[config.mk]
export PLATFORM = sky130hd
export DESIGN_NAME = obstacle_field_gen
export DESIGN_NICKNAME = d
export VERILOG_FILES = /design/src/rtl/segrun_pkg.sv /design/src/rtl/lfsr16.sv /design/src/rtl/obstacle_field_gen.sv
export SDC_FILE = /design/constraint.sdc
export NUM_CORES = 1
export LEC_CHECK = 0
export CAP_MARGIN = 25
export CORE_MARGIN = 2
export CORE_UTILIZATION = 42
export CTS_CLUSTER_DIAMETER = 150
export DETAILED_ROUTE_END_ITERATION = 10
export HOLD_SLACK_MARGIN = 0.08
export PLACE_DENSITY_LB_ADDON = 0.08
export SLEW_MARGIN = 20
export SYNTH_ARGS = -nofsm -noshare
export SYNTH_HDL_FRONTEND = slang
export SYNTH_HIERARCHICAL = 1
export SYNTH_SLANG_ARGS = --single-unit
[constraint.sdc]
create_clock -name clk -period 1.94 [get_ports clk]
set_input_delay 0.485 -clock clk [delete_from_list [all_inputs] [get_ports clk]]
set_output_delay 0.485 -clock clk [all_outputs]
set_load 0.02 [all_outputs]
[src/rtl/segrun_pkg.sv]
// Shared types and constants for the scrolling obstacle game: game states,
// bitmap polarity, LFSR taps and playfield geometry.
package segrun_pkg;

  typedef enum logic [1:0] {
    IDLE = 2'd0,
    PLAY = 2'd1,
    OVER = 2'd2
  } game_state_t;

  localparam logic OBSTACLE = 1'b0;
  localparam logic EMPTY    = 1'b1;

  localparam logic [15:0] LFSR_TAPS = 16'hB400;

  localparam int SCORE_WIDTH = 14;
  localparam int PLAYER_COL  = 4;

  // Fibonacci step: taps 16,14,13,11 folded into bit 0 while shifting left.
  function automatic logic [15:0] lfsr_next(input logic [15:0] cur);
    return {cur[14:0], ^(cur & LFSR_TAPS)};
  endfunction

endpackage

[src/rtl/lfsr16.sv]
// 16-bit Fibonacci LFSR that steps only when asked, so the obstacle pattern
// advances once per scroll step rather than once per clock.
module lfsr16
  import segrun_pkg::*;
#(
  parameter logic [15:0] SEED = 16'hACE1
) (
  input  logic        clk,
  input  logic        rst_n,
  input  logic        advance,
  output logic [15:0] state
);

  always_ff @(posedge clk or negedge rst_n) begin
    if (!rst_n) begin
      state <= SEED;
    end else if (advance) begin
      state <= lfsr_next(state);
    end
  end

endmodule

[src/rtl/obstacle_field_gen.sv]
// Playfield producer for the 7-segment runner game: scrolls obstacle bitmaps,
// detects collisions and keeps score. Define OBSTACLE_SPEEDUP_EN for speedup.
module obstacle_field_gen
  import segrun_pkg::*;
#(
  parameter int          TICK_DIV  = 25_000_000,
  parameter logic [15:0] LFSR_SEED = 16'hACE1,
  parameter int          MIN_GAP   = 2,
  parameter int          SCORE_MAX = 9999
) (
  input  logic                   clk,
  input  logic                   rst_n,
  input  logic                   start,
  input  logic                   player_pos,
  output logic [5:0]             ceiling_bits,
  output logic [5:0]             floor_bits,
  output logic [SCORE_WIDTH-1:0] score,
  output logic                   show_score,
  output logic                   game_over
);

  localparam int PERIOD_W = $clog2(TICK_DIV + 1);
  localparam logic [PERIOD_W-1:0]    PERIOD_FULL = PERIOD_W'(TICK_DIV);
  localparam logic [2:0]             GAP_RELOAD  = 3'(MIN_GAP);
  localparam logic [SCORE_WIDTH-1:0] SCORE_SAT   = SCORE_WIDTH'(SCORE_MAX);

  game_state_t         state, state_next;
  logic [PERIOD_W-1:0] tick_cnt;
  logic [PERIOD_W-1:0] period;
  logic [2:0]          gap_cnt;
  logic [15:0]         lfsr_state;
  logic                lfsr_unused;
  logic                tick, collision, advance, game_start;
  logic                new_ceil, new_floor, obstacle_placed;

  lfsr16 #(.SEED(LFSR_SEED)) u_lfsr (
    .clk     (clk),
    .rst_n   (rst_n),
    .advance (advance),
    .state   (lfsr_state)
  );

  assign lfsr_unused = ^lfsr_state[15:2];

  assign collision  = (state == PLAY) &&
                      (player_pos ? (ceiling_bits[PLAYER_COL] == OBSTACLE)
                                  : (floor_bits[PLAYER_COL] == OBSTACLE));
  assign tick       = (state == PLAY) && (tick_cnt == period - PERIOD_W'(1));
  assign advance    = tick && !collision;
  assign game_start = (state != PLAY) && start;

`ifdef OBSTACLE_SPEEDUP_EN
  localparam logic [PERIOD_W-1:0] PERIOD_STEP  = PERIOD_W'(TICK_DIV >> 3);
  localparam logic [PERIOD_W-1:0] PERIOD_FLOOR = PERIOD_W'(TICK_DIV >> 2);

  logic [6:0] cent_cnt;

  // cent_cnt tracks score mod 100, so the period shrinks as the score crosses each hundred.
  always_ff @(posedge clk or negedge rst_n) begin
    if (!rst_n) begin
      period   <= PERIOD_FULL;
      cent_cnt <= '0;
    end else if (game_start) begin
      period   <= PERIOD_FULL;
      cent_cnt <= '0;
    end else if (advance && (score != SCORE_SAT)) begin
      if (cent_cnt == 7'd99) begin
        cent_cnt <= '0;
        period   <= (period >= PERIOD_FLOOR + PERIOD_STEP) ? period - PERIOD_STEP
                                                           : PERIOD_FLOOR;
      end else begin
        cent_cnt <= cent_cnt + 7'd1;
      end
    end
  end
`else
  assign period = PERIOD_FULL;
`endif

  always_ff @(posedge clk or negedge rst_n) begin
    if (!rst_n) begin
      state <= IDLE;
    end else begin
      state <= state_next;
    end
  end

  always_comb begin
    state_next = state;
    unique case (state)
      IDLE, OVER: if (start)     state_next = PLAY;
      PLAY:       if (collision) state_next = OVER;
      default:                   state_next = IDLE;
    endcase
  end

  // The gap counter forces empty columns after each obstacle before the LFSR gets a say.
  always_comb begin
    new_ceil  = EMPTY;
    new_floor = EMPTY;
    if (gap_cnt == 3'd0) begin
      if (lfsr_state[1:0] == 2'b00) begin
        new_ceil = OBSTACLE;
      end else if (lfsr_state[1:0] == 2'b01) begin
        new_floor = OBSTACLE;
      end
    end
    obstacle_placed = (new_ceil == OBSTACLE) || (new_floor == OBSTACLE);
  end

  always_ff @(posedge clk or negedge rst_n) begin
    if (!rst_n) begin
      ceiling_bits <= '1;
      floor_bits   <= '1;
      score        <= '0;
      show_score   <= 1'b1;
      game_over    <= 1'b0;
      tick_cnt     <= '0;
      gap_cnt      <= GAP_RELOAD;
    end else if (game_start) begin
      ceiling_bits <= '1;
      floor_bits   <= '1;
      score        <= '0;
      show_score   <= 1'b0;
      game_over    <= 1'b0;
      tick_cnt     <= '0;
      gap_cnt      <= GAP_RELOAD;
    end else if (state == PLAY) begin
      // A collision overrides a coincident tick: the field freezes as it was.
      if (collision) begin
        show_score <= 1'b1;
        game_over  <= 1'b1;
      end else begin
        tick_cnt <= tick ? '0 : tick_cnt + PERIOD_W'(1);
        if (tick) begin
          ceiling_bits <= {ceiling_bits[4:0], new_ceil};
          floor_bits   <= {floor_bits[4:0], new_floor};
          score        <= (score >= SCORE_SAT) ? SCORE_SAT : score + SCORE_WIDTH'(1);
          if (gap_cnt != 3'd0) begin
            gap_cnt <= gap_cnt - 3'd1;
          end else if (obstacle_placed) begin
            gap_cnt <= GAP_RELOAD;
          end
        end
      end
    end
  end

endmodule

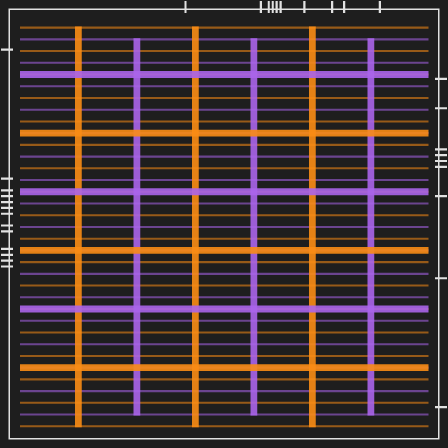
**Above:** supply network.
Pins as bars on the die edge.
net	color
VDD	purple
VSS	orange
met4 straps	6
met5 straps	6
die width: 99.3 um
maximum ir drop on the vdd rail: 0.381 mV
area of the core region: 8760 um2

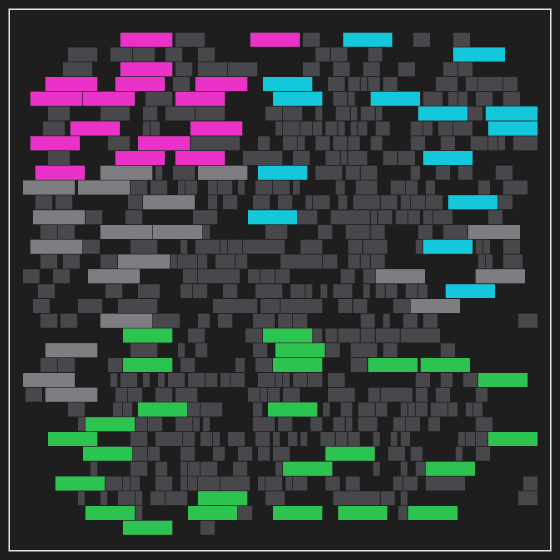
**Above:** register map, names as in the netlist.
netlist name	color	sequential cells
tick_cnt	green	25
score	cyan	14
u_lfsr/state	magenta	16
utilization of the core after routing: 0.587
sequential group power: 0.00173 W

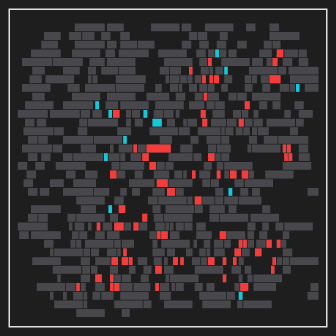
**Above:** gate families picked out.
family	color	cells
NAND gates	red	65
inverters	cyan	12
non-filler instance count after layout: 577
most used logic cell in the final layout: sky130_fd_sc_hd__buf_4
share of cell area taken by multi-input logic gates: 0.370

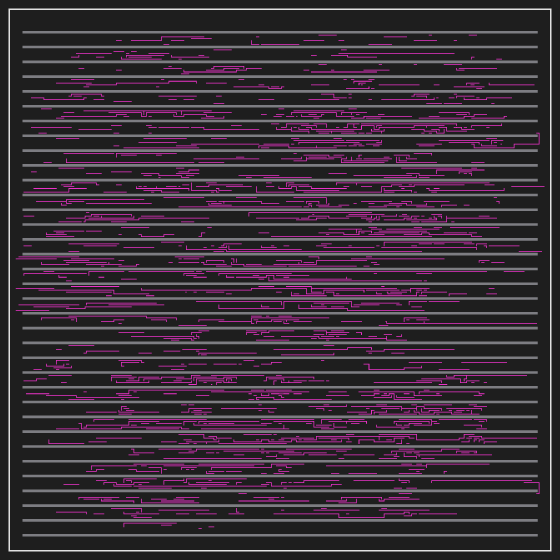
**Above:** metal 1.
Supply wires on this layer in gray.
longest straight run	51.5 um
main direction	horizontal
wire length on this layer	4570 um
nets with wire on the layer	437
vias after detailed routing: 3116
global-route track usage on met1: 0.285
Routed Wire Length: 9030 um

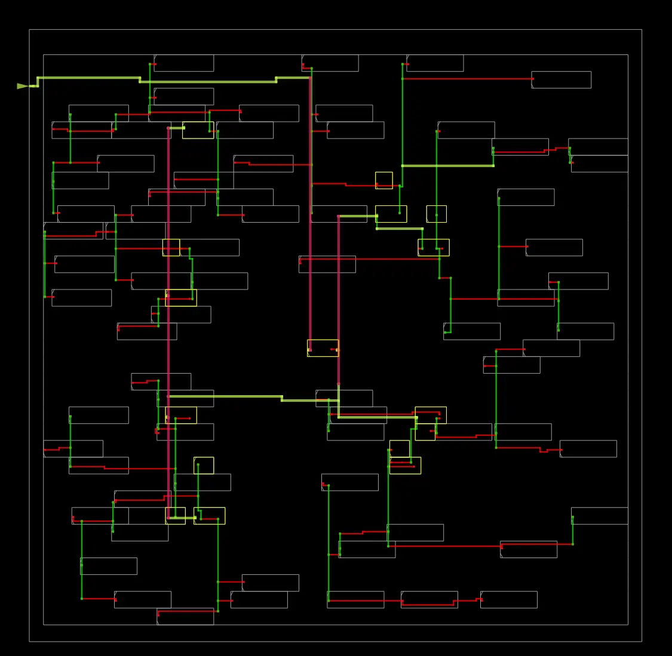
**Above:** clock wiring as the flow saved it.
CTS buffer count: 9
insertion delay to the later sink of the worst-skew pair: 0.36 ns

==> impl_metrics.ini <==
; physical design summary
[sta]
final-max-slew-violation-count = 0
final_min_period_over_clock_period = 0.983
hold_slack_ns = 0.458
skew_ns = 0.0163
grt_setup_unrepaired = true
fmax_mhz = 524
finalWorstPathRequiredPeriod_ns = 1.91
tns_ns = 0
report.final.setup_viol = 0
worst_setup_margin_ns = 0.0325

[yosys]
yosysWarningCount = 6
synthTopCellsByCount = 52 x sky130_fd_sc_hd__dfrtp_1, 30 x sky130_fd_sc_hd__nand2_1, 27 x sky130_fd_sc_hd__nor2_1, 22 x sky130_fd_sc_hd__dfstp_2
most_area_consuming_cells_after_synthesis = sky130_fd_sc_hd__dfrtp_1 34%, sky130_fd_sc_hd__dfstp_2 15%, sky130_fd_sc_hd__mux2_4 3.1%, sky130_fd_sc_hd__nand2_1 3.0%, sky130_fd_sc_hd__o22a_1 2.8%
enable_flop_cells = 0
compound_area_frac = 0.161
synth_top_cell_by_area = sky130_fd_sc_hd__dfrtp_1
xor_xnor_share = 0.0344
syn_inst = 352
ys_seq_frac = 0.493

[clock_tree]
clock-root-buffer = sky130_fd_sc_hd__clkbuf_8
maximum_level_of_the_cts_h_tree = 3
holdBufCountCts = 1
postCtsResizedCells = 29
cts.reportedPaths.clkPinSlew_ns = 0.09
clk_path_buf_depth = 2

[setup_path]
crit_path_top_delay_cell = sky130_fd_sc_hd__o31ai_4
timing.rr.start = tick_cnt[0]
timing.reg2reg.setup_slack_ns = 0.03
critical_path.cell_chain = ha_2 > and3_4 > nand4_1 > o31ai_4 > nand2_2 > a221o_1
required_ns = 2.18
critPathMaxFanout = 4
critPathKind = reg2reg
worst_r2r_path_depth = 6
r2r_end = score[10]
cp-startpoint = tick_cnt[0]
end_kind = register
worst_ep_arrival_time_ns = 2.14
crit_family = AND-OR/OR-AND gates
endpoint = score[10]

[placed_design]
place.detailed.instances = 552
gp_congestion = 0.849
placement.io_buffers = 31

[power]
cellInternalPower_w = 0.00271
total_power_w = 0.00401
p_comb_w = 0.00113
p_leak_nw = 2.37
power.share.combinational = 0.281
clock_power_w = 0.00115
power.group.top = registers
seq_power_share = 0.432

[cells_and_area]
area_share_nonclk_buffers = 0.192
layout.area.comb_um2 = 1900
fin_area_um2 = 5140
largest_register = tick_cnt
layout.clock.cell_area_share = 0.0355
seq_area_um2 = 1880
layout.non_clock_inverters = 12
layout_top_cells = 73 x sky130_fd_sc_hd__buf_4, 50 x sky130_fd_sc_hd__dfrtp_1, 29 x sky130_fd_sc_hd__nand2_1, 27 x sky130_fd_sc_hd__nor2_1, 24 x sky130_fd_sc_hd__dlygate4sd2_1
finalNetCount = 472
largest_cell_class = combinational gates
layout.sequential_cells = 74

[global_routing]
gr-usage-all-layers = 0.195
first_global_vias = 3087
grt_max_degree = 45
use_met2 = 0.286
grt_overflow = 0
globalRoute.busiestLayer = met2
grt_antenna_before_repair = 0

[drt]
drt_pre_antenna_iters = 4
drc = 0
detail_route.iter0.violations = 146

[floorplanning]
ios = 32
nWellTaps = 108
row_count = 34
fp_core_util = 0.435

[hold_path]
hp-start = show_score
timing.hold.worst_endpoint = show_score

[run]
maxcap_viol_count = 0

[status]
run_status = completed
Power is estimated from default activity; no workload was simulated.
